==> config.mk <==
export PLATFORM = sky130hd
export DESIGN_NAME = flow_sram_client
export DESIGN_NICKNAME = d
export VERILOG_FILES = /design/src/rtl/flow_sram_client.sv
export SDC_FILE = /design/constraint.sdc
export NUM_CORES = 1
export LEC_CHECK = 0
export CAP_MARGIN = 5
export CORE_MARGIN = 2
export CORE_UTILIZATION = 42
export CTS_CLUSTER_SIZE = 24
export DETAILED_ROUTE_END_ITERATION = 8
export GPL_ROUTABILITY_DRIVEN = 0
export PLACE_DENSITY = 0.8
export SLEW_MARGIN = 25
export SYNTH_ARGS = -nofsm -noshare
export SYNTH_HDL_FRONTEND = slang
export SYNTH_SLANG_ARGS = --single-unit
==> constraint.sdc <==
create_clock -name clk -period 7.3 [get_ports clk]
set_input_delay 1.46 -clock clk [delete_from_list [all_inputs] [get_ports clk]]
set_output_delay 1.46 -clock clk [all_outputs]
set_load 0.01 [all_outputs]
==> src/rtl/flow_sram_client.sv <==
// flow_sram_client: single-outstanding command client for a req/ack SRAM port.
// A command (write or read) is accepted in IDLE, turned into a registered SRAM
// request that holds until acknowledged, and a read then waits for the data
// strobe (or a timeout) before presenting one response to the consumer.
module flow_sram_client #(
  parameter int ADDR_WIDTH = 19,
  parameter int DATA_WIDTH = 72,
  parameter int TIMEOUT    = 64
) (
  input  logic                  clk,
  input  logic                  reset,
  // command side
  input  logic                  cmd_valid,
  output logic                  cmd_ready,
  input  logic                  cmd_write,
  input  logic [ADDR_WIDTH-1:0] cmd_addr,
  input  logic [DATA_WIDTH-1:0] cmd_wdata,
  // response side
  output logic                  rsp_valid,
  input  logic                  rsp_ready,
  output logic [DATA_WIDTH-1:0] rsp_data,
  output logic                  rsp_err,
  output logic                  wr_done,
  // SRAM write port
  output logic [ADDR_WIDTH-1:0] wr_0_addr,
  output logic [DATA_WIDTH-1:0] wr_0_data,
  output logic                  wr_0_req,
  input  logic                  wr_0_ack,
  // SRAM read port
  output logic [ADDR_WIDTH-1:0] rd_0_addr,
  output logic                  rd_0_req,
  input  logic                  rd_0_ack,
  input  logic [DATA_WIDTH-1:0] rd_0_data,
  input  logic                  rd_0_vld,
  // diagnostics
  output logic                  late_vld
);

  // The ack cycle counts as the first cycle of the read wait, so the wait
  // counter (cleared on entry to RD_WAIT) ends the wait at TIMEOUT-2 and the
  // timeout response appears exactly TIMEOUT cycles after the ack cycle.
  localparam int CNT_W = (TIMEOUT > 2) ? $clog2(TIMEOUT) : 1;
  localparam logic [CNT_W-1:0] CNT_LAST = CNT_W'(TIMEOUT - 2);

  typedef enum logic [2:0] {
    IDLE    = 3'd0,
    WR_REQ  = 3'd1,
    RD_REQ  = 3'd2,
    RD_WAIT = 3'd3,
    RSP     = 3'd4
  } state_t;

  state_t           state;
  state_t           state_next;
  logic             accept;
  logic             wr_fire;
  logic             rd_hit;
  logic             rd_tmo;
  logic [CNT_W-1:0] wait_cnt;

  // Handshake-facing status comes straight from the state register.
  assign cmd_ready = (state == IDLE);
  assign rsp_valid = (state == RSP);

  // Next-state decode; acks and strobes only matter in their own state.
  always_comb begin
    state_next = state;
    accept     = 1'b0;
    wr_fire    = 1'b0;
    rd_hit     = 1'b0;
    rd_tmo     = 1'b0;
    case (state)
      IDLE: begin
        if (cmd_valid) begin
          accept     = 1'b1;
          state_next = cmd_write ? WR_REQ : RD_REQ;
        end
      end
      WR_REQ: begin
        if (wr_0_ack) begin
          wr_fire    = 1'b1;
          state_next = IDLE;
        end
      end
      RD_REQ: begin
        if (rd_0_ack) begin
          state_next = RD_WAIT;
        end
      end
      RD_WAIT: begin
        if (rd_0_vld) begin
          rd_hit     = 1'b1;
          state_next = RSP;
        end else if (wait_cnt == CNT_LAST) begin
          rd_tmo     = 1'b1;
          state_next = RSP;
        end
      end
      RSP: begin
        if (rsp_ready) begin
          state_next = IDLE;
        end
      end
      default: state_next = IDLE;
    endcase
  end

  // State register.
  always_ff @(posedge clk or posedge reset) begin
    if (reset) begin
      state <= IDLE;
    end else begin
      state <= state_next;
    end
  end

  // Registered SRAM request strobes track the upcoming state, so they can
  // never overlap and drop the cycle after the ack; wr_done marks that cycle.
  always_ff @(posedge clk or posedge reset) begin
    if (reset) begin
      wr_0_req <= 1'b0;
      rd_0_req <= 1'b0;
      wr_done  <= 1'b0;
    end else begin
      wr_0_req <= (state_next == WR_REQ);
      rd_0_req <= (state_next == RD_REQ);
      wr_done  <= wr_fire;
    end
  end

  // Command latch: address/data are captured once at acceptance and held
  // steady on the SRAM port for the whole request.
  always_ff @(posedge clk or posedge reset) begin
    if (reset) begin
      wr_0_addr <= '0;
      wr_0_data <= '0;
      rd_0_addr <= '0;
    end else if (accept) begin
      if (cmd_write) begin
        wr_0_addr <= cmd_addr;
        wr_0_data <= cmd_wdata;
      end else begin
        rd_0_addr <= cmd_addr;
      end
    end
  end

  // Read wait counter: runs only in RD_WAIT, zero everywhere else.
  always_ff @(posedge clk or posedge reset) begin
    if (reset) begin
      wait_cnt <= '0;
    end else if (state == RD_WAIT) begin
      wait_cnt <= wait_cnt + 1'b1;
    end else begin
      wait_cnt <= '0;
    end
  end

  // Response capture: real data on the strobe, zero plus error on timeout;
  // held unchanged while the response waits for rsp_ready.
  always_ff @(posedge clk or posedge reset) begin
    if (reset) begin
      rsp_data <= '0;
      rsp_err  <= 1'b0;
    end else if (rd_hit) begin
      rsp_data <= rd_0_data;
      rsp_err  <= 1'b0;
    end else if (rd_tmo) begin
      rsp_data <= '0;
      rsp_err  <= 1'b1;
    end
  end

  // Sticky flag for a data strobe that arrives with no read outstanding
  // (including the ack cycle itself and any strobe after an abandoned read).
  always_ff @(posedge clk or posedge reset) begin
    if (reset) begin
      late_vld <= 1'b0;
    end else if (rd_0_vld && (state != RD_WAIT)) begin
      late_vld <= 1'b1;
    end
  end

endmodule

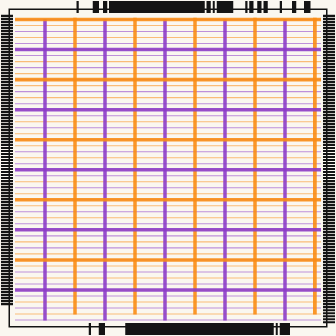
*Floorplan with the power grid*
Pins as bars on the die edge.
Key: purple = VSS; orange = VDD
51 met1 rails follow the rows. 360 signal pins sit on the boundary.

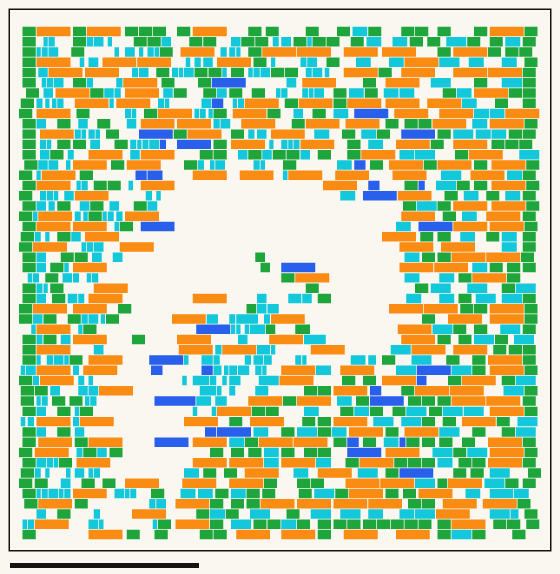
*Placement by cell class*
Bar = 50 um.
Key: blue = clock drivers and dummy loads [cells 32, share of their area 4.7%]; green = remaining buffers and delay cells [cells 365, share of their area 30%]; orange = sequential cells [cells 196, share of their area 41%]; cyan = combinational and other logic [cells 377, share of their area 25%]

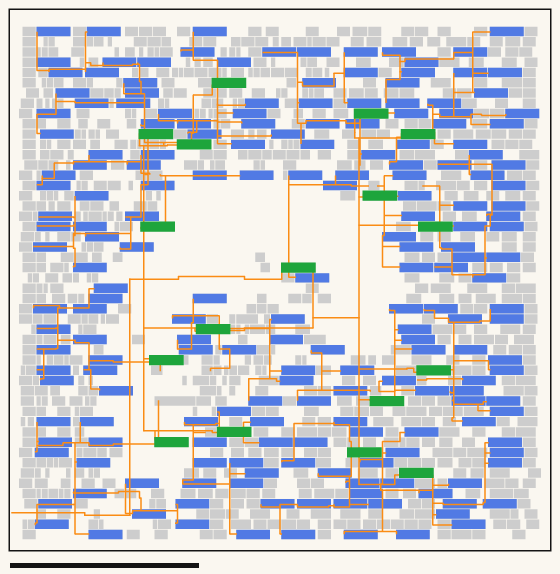
*Clock network drawn from the DEF*
Bar = 50 um.
Key: blue = flip-flops [count 196]; green = clock drivers [count 17]; orange = clock wires [length 2280 um]
There are 18 routed clock nets. Position of the flops: widely spread.

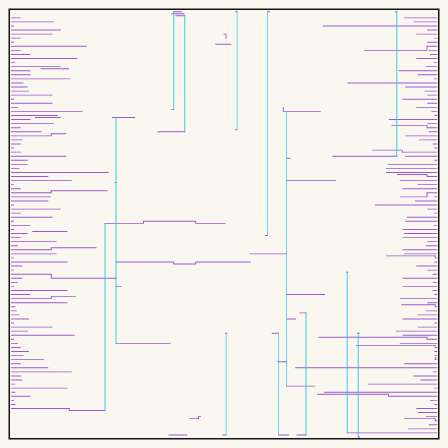
*Wiring by layer*
Two of the layers only.
Key: cyan = metal 4 [wire length 661 um]; purple = metal 3 [wire length 2150 um]

path summary, 6_finish.rpt:
kind / start / end / slack, ns / depth (start not counted)
setup / recovery: state[1]$_DFF_PP0_ / cmd_ready / 3.89 / 2
min in group asynchronous: reset / wr_0_addr[6]$_DFFE_PP0P_ / 1.56 / 2
hold / removal: late_vld$_DFFE_PP0P_ / late_vld$_DFFE_PP0P_ / 0.48 / 1
max in group asynchronous: reset / rsp_data[68]$_DFFE_PP0P_ / 4.46 / 3
hold reg to reg: late_vld$_DFFE_PP0P_ / late_vld$_DFFE_PP0P_ / 0.48 / 1
setup reg to reg: state[1]$_DFF_PP0_ / wr_0_data[71]$_DFFE_PP0P_ / 4.54 / 4
layout by cell type, fill, tap and decap left out, types with 3 or more instances in the layout:
cell | synthesis | layout
clkdlybuf4s50_1 | 0 | 359
dfrtp_1 | 196 | 196
inv_1 | 76 | 75
o21ai_0 | 75 | 75
a22oi_1 | 72 | 72
mux2_2 | 62 | 62
mux2_4 | 48 | 48
clkbuf_16 | 0 | 17
nor2_1 | 7 | 7
inv_6 | 0 | 6
buf_4 | 2 | 5
a21oi_1 | 3 | 3
nand2_1 | 3 | 3
clkinv_2 | 0 | 3
clkinv_4 | 0 | 3
power groups by stage:
stage / Clock [W] / Sequential, W / Combinational [W]
after global routing: 0.000985 / 0.00196 / 0.00255
after CTS: 0.000935 / 0.00190 / 0.00242
final: 0.000909 / 0.00189 / 0.00238
after global placement: 0 / 0.00189 / 0.00236
after detailed placement: 0 / 0.00190 / 0.00241
after floorplan: 0 / 0.00211 / 0.000913
per-layer routing:
| layer | routed length (um) | track usage | vias up |
|---|---|---|---|
| met5 | 0 | 0 | - |
| met4 | 660 | 0.0875 | 0 |
| met3 | 2150 | 0.0818 | 35 |
| met2 | 10600 | 0.349 | 252 |
| met1 | 8610 | 0.249 | 2916 |
| li1 | - | - | 2820 |
through the flow:
| stage | hold WS (ns) | setup slack [ns] | power (W) | utilization | area, um2 |
|---|---|---|---|---|---|
| after floorplan | 0.455 | 0.499 | 0.00302 | - | 8120 |
| after global placement | 0.477 | 3.48 | 0.00425 | 0.629 | 11800 |
| after detailed placement | 0.481 | 3.46 | 0.00431 | 0.629 | 11800 |
| after CTS | 0.496 | 3.84 | 0.00525 | 0.659 | 12400 |
| after global routing | 0.508 | 3.78 | 0.00549 | 0.659 | 12400 |
| final | 0.482 | 3.89 | 0.00519 | 0.659 | 12400 |
cells by family (layout without fill, tap and decap cells):
group | Yosys count | after routing
DFF | 196 | 196
AOI/OAI and AO/OA | 157 | 157
buffers and inverters | 111 | 473
muxes | 110 | 110
and+or+nand+nor | 29 | 29
xor gates and xnor gates | 3 | 3
adders and majority gates | 2 | 2
area by class of cell:
| type | count | area, um2 |
|---|---|---|
| multi-input cells | 301 | 2670 |
| repair buffers | 365 | 3640 |
| clock inverters | 15 | 143 |
| fillers | 1380 | 6420 |
| well taps | 260 | 325 |
| inverters | 76 | 293 |
| flip-flops and latches | 196 | 4900 |
| clock buffers | 17 | 425 |
worst max-delay path, stage by stage (launching register included):
cell and delay [ns]:
dfrtp_1 0.49, nor3_4 0.41, clkdlybuf4s50_1 0.63
==> run notes <==
run metrics: outcome=completed, NumNets Final=1130, height of the die=143 um, largest net degree at the start of global routing=123, Int Pwr=0.00352 W, Ant. Diodes=0, H-tree Lvls=4, Max clock buf depth=2, yosys simple share=0.0245, CTS Root Buffer Type=clkbuf_16, # hold bufs at CTS=0, Final Non-Filler Cells=1230, Synth area leader=dfrtp_1, Chip Width=143 um, Fin Setup TNS=0 ns, commonest cells in the synthesized netlist=196 x dfrtp_1, 76 x inv_1, 75 x o21ai_0, 72 x a22oi_1, 62 x mux2_2, biggest area cells=dfrtp_1 60%, mux2_4 8.9%, mux2_2 8.6%, GRT Total Usage=0.212, vias per cell=4.90, Slew Limit Fails=0
Power figures rest on the tool's default switching activity, not on a simulated workload.
